$ cat src/rtl/mul16_seq_pkg.sv
// Shared definitions for the 16x16 digit-serial multiplier: geometry, state
// encoding, and the digit-select / alignment helpers used by the datapath.
package mul16_seq_pkg;

   localparam int WIDTH  = 16;
   localparam int DIGIT  = 4;
   localparam int STEPS  = 4;
   localparam int STEP_W = 2;
   localparam int ACC_W  = 2 * WIDTH;
   localparam int PP_W   = WIDTH + DIGIT;

   localparam logic [STEP_W-1:0] LAST_STEP = STEP_W'(STEPS - 1);

   typedef enum logic [1:0] {
      IDLE = 2'd0,
      RUN  = 2'd1,
      DONE = 2'd2
   } state_t;

   // Multiplier nibble consumed at a given step, least significant first.
   function automatic logic [DIGIT-1:0] digit_of(input logic [WIDTH-1:0] b,
                                                 input logic [STEP_W-1:0] step);
      logic [DIGIT-1:0] d;
      d = 4'd0;
      case (step)
         2'd0:    d = b[3:0];
         2'd1:    d = b[7:4];
         2'd2:    d = b[11:8];
         2'd3:    d = b[15:12];
         default: d = 4'd0;
      endcase
      return d;
   endfunction

   function automatic logic [ACC_W-1:0] align_pp(input logic [PP_W-1:0] pp,
                                                 input logic [STEP_W-1:0] step);
      logic [ACC_W-1:0] wide;
      wide = {12'd0, pp};
      return wide << {step, 2'b00};
   endfunction

endpackage

$ cat src/rtl/mul16_pp4.sv
// Combinational 16x4 partial-product generator; the top time-shares a single
// instance across all four digit steps.
module mul16_pp4
   import mul16_seq_pkg::*;
(
   input  logic [WIDTH-1:0] a,
   input  logic [DIGIT-1:0] d,
   output logic [PP_W-1:0]  pp
);

   logic [PP_W-1:0] a_ext_s;
   logic [PP_W-1:0] d_ext_s;

   assign a_ext_s = {4'd0, a};
   assign d_ext_s = {16'd0, d};
   assign pp      = a_ext_s * d_ext_s;

endmodule

$ cat src/rtl/mul16_seq.sv
// Sequential 16x16 unsigned multiplier: one 4-bit multiplier digit per cycle,
// low 16 result bits plus an unsigned overflow flag, one result per 5 cycles.
module mul16_seq
   import mul16_seq_pkg::*;
(
   input  logic             clk,
   input  logic             rst,
   input  logic             start,
   input  logic [WIDTH-1:0] ina,
   input  logic [WIDTH-1:0] inb,
   output logic             busy,
   output logic             done,
   output logic [WIDTH-1:0] product,
   output logic             overflow
);

   state_t            state_r;
   logic [STEP_W-1:0] step_r;
   logic [WIDTH-1:0]  a_r;
   logic [WIDTH-1:0]  b_r;
   logic [ACC_W-1:0]  acc_r;
   logic [WIDTH-1:0]  product_r;
   logic              overflow_r;
   logic              busy_r;
   logic              done_r;

   logic [DIGIT-1:0]  digit_s;
   logic [PP_W-1:0]   pp_s;
   logic [ACC_W-1:0]  acc_next_s;

   mul16_pp4 u_pp4 (
      .a  (a_r),
      .d  (digit_s),
      .pp (pp_s)
   );

   // Select the current digit and form the next accumulator value.
   always_comb begin
      digit_s    = digit_of(b_r, step_r);
      acc_next_s = acc_r + align_pp(pp_s, step_r);
   end

   // Control FSM with datapath registers; DONE accepts a new start for back-to-back use.
   always_ff @(posedge clk) begin
      if (rst) begin
         state_r    <= IDLE;
         step_r     <= 2'd0;
         a_r        <= 16'd0;
         b_r        <= 16'd0;
         acc_r      <= 32'd0;
         product_r  <= 16'd0;
         overflow_r <= 1'b0;
         busy_r     <= 1'b0;
         done_r     <= 1'b0;
      end else begin
         case (state_r)
            IDLE, DONE: begin
               if (start) begin
                  a_r     <= ina;
                  b_r     <= inb;
                  acc_r   <= 32'd0;
                  step_r  <= 2'd0;
                  state_r <= RUN;
                  busy_r  <= 1'b1;
                  done_r  <= 1'b0;
               end else begin
                  state_r <= IDLE;
                  busy_r  <= 1'b0;
                  done_r  <= 1'b0;
               end
            end
            RUN: begin
               acc_r  <= acc_next_s;
               step_r <= step_r + 2'd1;
               if (step_r == LAST_STEP) begin
                  state_r    <= DONE;
                  product_r  <= acc_next_s[15:0];
                  overflow_r <= |acc_next_s[31:16];
                  busy_r     <= 1'b0;
                  done_r     <= 1'b1;
               end else begin
                  state_r <= RUN;
                  busy_r  <= 1'b1;
                  done_r  <= 1'b0;
               end
            end
            default: begin
               state_r <= IDLE;
               step_r  <= 2'd0;
               busy_r  <= 1'b0;
               done_r  <= 1'b0;
            end
         endcase
      end
   end

   assign busy     = busy_r;
   assign done     = done_r;
   assign product  = product_r;
   assign overflow = overflow_r;

endmodule

$ cat config.mk
export PLATFORM = sky130hd
export DESIGN_NAME = mul16_seq
export DESIGN_NICKNAME = d
export VERILOG_FILES = /design/src/rtl/mul16_seq_pkg.sv /design/src/rtl/mul16_pp4.sv /design/src/rtl/mul16_seq.sv
export SDC_FILE = /design/constraint.sdc
export NUM_CORES = 1
export LEC_CHECK = 0
export ABC_AREA = 1
export CAP_MARGIN = 20
export CORE_MARGIN = 2
export CORE_UTILIZATION = 50
export DETAILED_ROUTE_END_ITERATION = 10
export GPL_TIMING_DRIVEN = 0
export PLACE_DENSITY = 0.68
export SETUP_SLACK_MARGIN = 0.02
export SYNTH_ARGS = -nofsm -noshare
export SYNTH_HDL_FRONTEND = slang
export SYNTH_HIERARCHICAL = 1
export SYNTH_SLANG_ARGS = --single-unit
$ cat constraint.sdc
create_clock -name clk -period 6.9 [get_ports clk]
set_input_delay 0.69 -clock clk [delete_from_list [all_inputs] [get_ports clk]]
set_output_delay 0.69 -clock clk [all_outputs]
set_load 0.03 [all_outputs]
Figure 1. Placement by cell class (run 1).
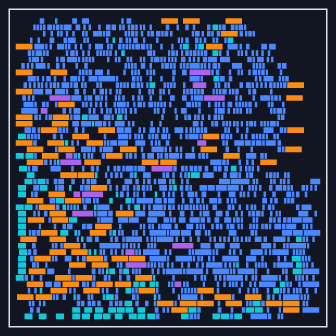
[flip-flops] orange | cells: 86 | share of their area: 18%
[clock drivers and dummy loads] purple | cells: 16 | share of their area: 3.1%
[all other logic] blue | cells: 1275 | share of their area: 70%
[other buffers and delay cells] cyan | cells: 109 | share of their area: 8.9%

Figure 2. Signal metal coverage by tile (run 1).
The die is cut into 27 by 27 equal tiles; dark blue is low, red is high, scaled to the fullest tile. Values are wire area over tile area, all layers added.
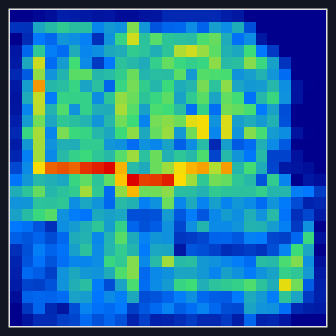
fullest tile: 0.68
mean over tiles: 0.22
emptiest ninth of the die: top right
densest ninth of the die: middle
tiles over half the peak: 16%
nearly empty tiles: 8.0%

==> flow_summary.yaml, run 1 <==
# yosys + openroad results
floorplanning:
  die_w_microns: 134
  coreArea_sq_um: 16500
  rows: 47
  pin_count: 54
  die_y_microns: 134
timing:
  hold_violations: 0
  finalCritPeriodShare: 0.949
  holdWs_ns: 0.471
setup_path:
  cp_num_buf_inv: 9
  r2r.worst_path.cells: 37
  start_kind: "flip-flop"
  crit_fanout: 11
synthesis:
  fp_nets: 1524
  synth_warnings: 6
  synth-xor-area-share: 0.0239
  compound_area_frac: 0.105
  netlist_instances: 1401
  synthesis.area_sq_um: 8430
  ff_type: "dfxtp_1"
  ys_ff: 86
  fa_ha_area_frac: 0.156
  ys_sh_simple: 0.357
min_path:
  holdCritStartpoint: "acc_r[4]"
  holdPathEnd: "acc_r[4]"
pwr:
  p_clk_uw: 497
  leakage_uw: 0.00547
  combPwrFrac: 0.286
  seqPwrFrac: 0.372
  p_sw_frac: 0.363
  ir_drop_mv: 0.164
  power.group.top: "registers"
clock_network:
  cts.reportedPaths.clkPinSlew_ns: 0.07
  htreeDepth: 3
layout:
  nNetsFinal: 1604
place:
  io_buffers: 53
  finalWeightedCongestion: 0.934
outcome:
  status: "finished clean"
detailed_routing:
  firstDrtPassIters: 5
global_routing:
  grtUsageTotal: 0.275
run:
  drv_cap: 0
Figure 3. M4 wires (run 1).
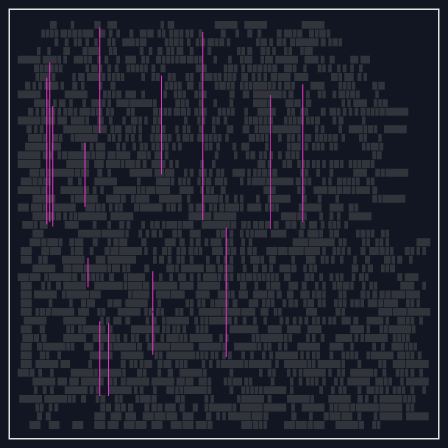
main direction: vertical
longest straight run: 58.5 microns
share of all routed wire: 2.0%
nets with wire on the layer: 12

==> run 1: cell families after synthesis <==
family	Yosys count
and+or+nand+nor	720
buffers and inverters	304
AOI/OAI and AO/OA	166
adders and majority gates	88
DFF	86
xor gates and xnor gates	23
muxes	14
==> run 1: cells in the final DEF (no fill, tap or decap), types with 11 or more instances in the layout <==
cell type	netlist	routed
nor2_1	130	123
dfxtp_1	86	85
nand3_1	57	57
clkbuf_1	26	19
nand2_2	21	25
nor2_2	11	14
nand2_1	463	459
buf_4	0	22
xor2_1	21	21
o21bai_1	11	11
ha_1	59	53
clkdlybuf4s50_1	0	53
a21oi_1	75	68
o21ai_0	71	67
fa_1	29	29
inv_1	262	261
==> run 1: sequential cells by signal, summed over array words and instances (netlist names) <==
signal	flops
product	16
step_r	2
state_r	2
done	1
b_r	16
acc_r	32
overflow	1
a_r	16
==> run 1: timing repair <==
action	4_1_cts	5_1_grt
buffers inserted	3	13
hold endpoints to repair	0	0
setup endpoints to repair	13	22
hold buffers	0	0
pin swaps	2	13
gates cloned	0	0
resized	14	62
==> run 1: stage by stage <==
| step | cells | setup WS [ns] | total power [uW] | TNS, ns |
|---|---|---|---|---|
| after floorplan | 1401 | 1.07 | 810 | 0 |
| after global placement | 1674 | -0.535 | 931 | -0.740 |
| after detailed placement | 1674 | -0.531 | 934 | -0.786 |
| after CTS | 1693 | 0.0255 | 1430 | 0 |
| after global routing | 1706 | -0.0647 | 1530 | -0.0647 |
| final | 1706 | 0.354 | 1450 | 0 |
==> run 1: synthesized netlist by cell type (6+ instances only) <==
cell type / n / share of area
o21bai_1: 11 / 0.0098
inv_1: 262 / 0.12
nand2_1: 463 / 0.21
o21ai_0: 71 / 0.042
buf_1: 6 / 0.0027
mux2i_1: 14 / 0.017
nand4_1: 8 / 0.0059
a21oi_1: 75 / 0.045
nand3_1: 57 / 0.034
and2_1: 7 / 0.0052
xor2_1: 21 / 0.022
nor2_2: 11 / 0.0082
nand2_2: 21 / 0.016
clkbuf_1: 26 / 0.012
fa_1: 29 / 0.069
dfxtp_1: 86 / 0.20
nor2_1: 130 / 0.058
ha_1: 59 / 0.088
nand3b_1: 7 / 0.0062
buf_2: 8 / 0.0048
==> run 1: how the worst max path moves through the flow <==
stage	start	to	cells after the start
after global placement	step_r[1]	overflow	37
after global routing	step_r[0]	overflow	38
after floorplan	step_r[0]	overflow	39
after CTS	step_r[0]	overflow	38
final	step_r[1]	overflow	37
after detailed placement	step_r[1]	overflow	37
==> run 1: tightest hold or removal path: cells and delay by family, from the launching register on <==
family           cells  cell delay (ns)
AND-OR/OR-AND        1             0.06
AND/OR/NAND/NOR      1             0.06
flip-flops           1             0.31
==> run 1: routing by layer <==
layer	up-vias	share of wire	global-route usage
li1	4445	-	-
met3	33	0.056	0.0393
met4	2	0.020	0.0745
met1	3826	0.49	0.386
met2	194	0.44	0.443
met5	-	0.0013	0.0139
==> run 1: area by class of cell <==
type,count,area [sq um]
Fill cell,1686,6690
Multi-Input combinational cell,1011,5690
Sequential cell,86,1720
Inverter,264,991
Timing Repair Buffer,69,651
Tap cell,220,275
Clock buffer,9,225
Buffer,40,203
Clock inverter,7,73.8
==> run 1 -> run 2 <==
- CORE_MARGIN: 2 -> not set
Figure 4. Clock network drawn from the DEF (run 2).
Bar = 50 microns.
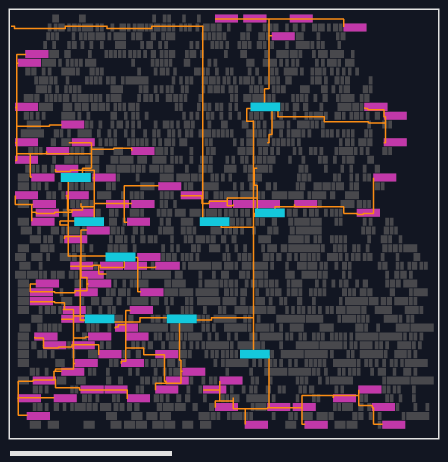
[flip-flops] magenta | count: 86
[cells driving clock nets] cyan | count: 9
[clock wires] orange | length: 1250 microns
flops lie: widely spread
routed clock nets: 10

Figure 5. Signal metal coverage by tile (run 2).
The die is cut into 26 by 26 equal tiles; dark blue is low, red is high, scaled to the fullest tile. Values are wire area over tile area, all layers added.
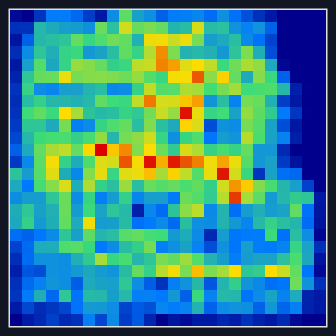
nearly empty tiles: 7.1%
emptiest ninth of the die: top right
tiles over half the peak: 30%

==> run 2 against run 1 <==
Clock-buffer cell count unchanged. Global-route usage rose by 0.55 points. Clock skew is essentially flat. Non-clock buffer count fell by 3. Critical path depth up 2. Highest routed layer is now met4.
==> flow_summary.yaml, run 2 <==
# yosys + openroad results
synthesis:
  ys_ff: 86
  synthesis.area_sq_um: 8430
  yosys.area.top_type: "nand2_1"
  fp_nets: 1524
  yosysMostFrequentCell: "nand2_1"
  topCellsByArea: "nand2_1 (21%), dfxtp_1 (20%), inv_1 (12%)"
  ff_type: "dfxtp_1"
  synthTopCellsByCount: "nand2_1 (463), inv_1 (262), nor2_1 (130)"
place:
  io_buffers: 53
  finalWeightedCongestion: 0.938
  dp_slack_ns: -0.500
  dp_cells: 1674
pwr:
  ir_drop_mv: 0.152
  p_total_uw: 1480
  leakage_uw: 0.00546
setup_path:
  cp_num_buf_inv: 8
  r2r.worst_path.cells: 39
  crit_fanout: 11
detailed_routing:
  num_vias: 8572
  firstDrtPassIters: 6
floorplanning:
  pin_count: 54
  die_w_microns: 132
  coreArea_sq_um: 16500
  rows: 47
  die_y_microns: 132
layout:
  nNetsFinal: 1601
  largest_register: "acc_r"
  instances_no_fill: 1703
  largest_register_ffs: 32
outcome:
  status: "finished clean"
timing:
  hold_violations: 0
global_routing:
  grtUsageTotal: 0.281
clock_network:
  cts.reportedPaths.clkPinSlew_ns: 0.07
==> run 2: cell counts after synthesis <==
Identical to the previous run, type by type.
==> run 2: final timing paths <==
path	start	endpoint	slack, ns
worst min-delay path	product[10]	product[10]	0.47
worst min register to register	product[10]	product[10]	0.47
worst max-delay path	step_r[0]	overflow	0.43
worst max register to register	step_r[0]	overflow	0.43
==> run 2: worst reg2reg max path: cells and delay by family (launching register included) <==
family / cells / cell delay [ns]
DFF: 1 / 0.37
buffers and inverters: 8 / 0.87
adders and majority gates: 5 / 1.97
AOI/OAI and AO/OA: 4 / 0.66
and+or+nand+nor: 21 / 2.28
muxes: 1 / 0.24
==> run 2: what timing repair did <==
item                       CTS  global route
pin swaps                    1            14
gates cloned                 0             0
setup endpoints to repair   11            24
gates resized               13            79
buffers inserted             1            12
==> run 2: metrics by stage <==
stage	hold WS, ns	TNS [ns]
after floorplan	0.444	0
after global placement	0.453	-0.553
after detailed placement	0.460	-0.659
after CTS	0.471	0
after global routing	0.488	0
final	0.474	0
==> run 2: cell type report <==
| class | count | area [sq um] |
|---|---|---|
| multi-input combinational | 1011 | 5760 |
| clock buffer | 9 | 225 |
| sequential | 86 | 1720 |
| tap | 220 | 275 |
| clock inverter | 7 | 88.8 |
| fill | 1672 | 6630 |
| inverter | 264 | 991 |
| buffer | 40 | 209 |
| timing repair buffer | 66 | 628 |
==> run 2: routing by layer <==
metal	up-vias	global-route usage	share of wire
met4	0	0.0736	0.016
met5	-	0	0
met3	28	0.0323	0.070
li1	4423	-	-
met1	3891	0.397	0.46
met2	230	0.453	0.45
==> run 2: power breakdown <==
| group | switching (uW) | leakage, uW | internal, uW |
|---|---|---|---|
| Combinational | 267 | 0.00460 | 150 |
| Sequential | 20.9 | 0.000702 | 520 |
| Clock | 236 | 0.000152 | 291 |
| Total | 524 | 0.00546 | 961 |
==> run 2: kinds of logic (layout without fill, tap and decap cells) <==
| kind of cell | Yosys count | count (layout) | synth area share |
|---|---|---|---|
| AND-OR/OR-AND | 166 | 166 | 0.105 |
| XOR/XNOR | 23 | 23 | 0.0239 |
| adder cells (fa/ha/maj) | 88 | 88 | 0.156 |
| buffers and inverters | 304 | 386 | 0.137 |
| flip-flops | 86 | 86 | 0.204 |
| multiplexers | 14 | 14 | 0.0166 |
| AND/OR/NAND/NOR | 720 | 720 | 0.357 |
==> run 2 -> run 3 <==
- CORE_MARGIN: not set -> 1
Figure 6. M4 wires (run 3).
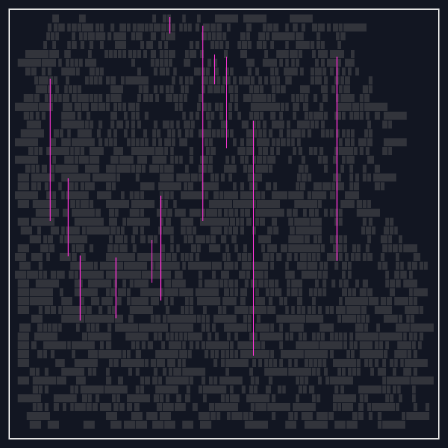
wire length on this layer: 386 microns
share of all routed wire: 1.6%
longest straight run: 72.1 microns
main direction: vertical

Figure 7. Clock nets (run 3).
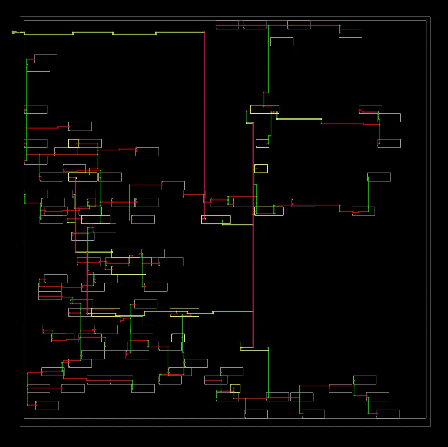
Clock Sinks: 86
Num CTS Buffers: 9
clock buf count: 9

==> run 3 against run 2 <==
Fmax unchanged. Power did not move. Sequential cell count did not move. Area after synthesis stayed put. Sequential share of layout area unchanged. Synthesized cell count stayed put. Die size did not move. Setup slack unchanged. Non-clock buffer count is the same. Routed wire length unchanged. Sequential power about the same. Combinational power about the same.
==> flow_summary.yaml, run 3 <==
# yosys + openroad results
synthesis:
  edf_count: 0
  ff_type: "dfxtp_1"
  synthTopCellsByCount: "nand2_1 (463), inv_1 (262), nor2_1 (130)"
  fp_nets: 1524
  yosysMostFrequentCell: "nand2_1"
  ys_area_sq_um: 8430
  synthesis.area_sq_um: 8430
  ys_ff: 86
  yosys.area.top_type: "nand2_1"
  ys_seq_share: 0.204
  topCellsByArea: "nand2_1 (21%), dfxtp_1 (20%), inv_1 (12%)"
place:
  dp_slack_ns: -0.500
  io_buffers: 53
  finalWeightedCongestion: 0.938
timing:
  setup_slack_ns: 0.432
  worst_pin_slew_ns: 0.673
  tns_ns: 0
  holdWs_ns: 0.474
  hold_violations: 0
  finalCritPeriodShare: 0.937
clock_network:
  cts.reportedPaths.clkPinSlew_ns: 0.07
  cts-hold-fix-buffers: 0
pwr:
  p_per_area_nw_per_um2: 150
  ir_drop_mv: 0.152
  leakage_uw: 0.00546
detailed_routing:
  num_vias: 8572
  firstDrtPassIters: 6
  wire_per_inst_microns: 14.0
layout:
  largest_register: "acc_r"
  num_antenna_cells: 0
  nNetsFinal: 1601
  largest_register_ffs: 32
  drive_gt1_frac: 0.0910
floorplanning:
  initCoreUtil: 0.510
  die_w_microns: 132
  die_y_microns: 132
  coreArea_sq_um: 16500
  rows: 47
  pin_count: 54
run:
  drv_cap: 0
  tool_warnings: 29
setup_path:
  crit_fanout: 11
  worst_path_most_repeated_cell: "nand2_1"
  cp-end-kind: "flip-flop"
global_routing:
  grtUsageTotal: 0.281
  grt_max_degree: 18
outcome:
  status: "finished clean"
[run 3: layout make-up]
class	count	area, sq um
fill	1672	6630
multi-input combinational	1011	5760
sequential	86	1720
inverter	264	991
timing repair buffer	66	628
tap	220	275
clock buffer	9	225
buffer	40	209
clock inverter	7	88.8
[run 3: what timing repair did]
action	CTS	global route
gates resized	13	79
gates cloned	0	0
endpoints found under the hold margin	0	0
setup endpoints to repair	11	24
buffers inserted	1	12
pin swaps	1	14
[run 3: kinds of logic after synthesis]
kind of cell    after synthesis  synth area share
flops                        86             0.204
xor+xnor                     23            0.0239
mux                          14            0.0166
simple gates                720             0.357
fa+ha+maj                    88             0.156
buf+inv                     304             0.137
compound gates              166             0.105
[run 3: path summary, 6_finish.rpt]
check	from	endpoint	slack, ns	depth (start not counted)
worst min-delay path	product[10]	product[10]	0.47	2
worst min register to register	product[10]	product[10]	0.47	2
worst max-delay path	step_r[0]	overflow	0.43	39
worst max register to register	step_r[0]	overflow	0.43	39
[run 3: per-layer routing]
| layer | share of wire | track usage | routed length, microns | up-vias |
|---|---|---|---|---|
| li1 | - | - | - | 4423 |
| met1 | 0.46 | 0.397 | 11000 | 3891 |
| met2 | 0.45 | 0.453 | 10800 | 230 |
| met3 | 0.070 | 0.0323 | 1690 | 28 |
| met4 | 0.016 | 0.0736 | 386 | 0 |
| met5 | 0 | 0 | 0 | - |
[run 3: critical path: cells and delay by family, from the launching register on]
kind	cells	cell delay (ns)
simple gates	21	2.28
fa+ha+maj	5	1.97
buf+inv	8	0.87
compound gates	4	0.65
flops	1	0.37
mux	1	0.24
[run 3: per-stage QoR]
stage / std cells / utilization / power [uW]
CTS: 1691 / 0.580 / 1460
detailed placement: 1674 / 0.559 / 932
finish: 1703 / 0.599 / 1480
global route: 1703 / 0.599 / 1560
global placement: 1674 / 0.559 / 929
floorplan: 1401 / - / 810
[run 3: power breakdown]
group          leakage [uW]  internal [uW]  switching, uW  total [uW]
sequential         0.000702            520           20.9         541
combinational       0.00460            150            267         417
clock              0.000152            291            236         526
Power is estimated from default activity; no workload was simulated.
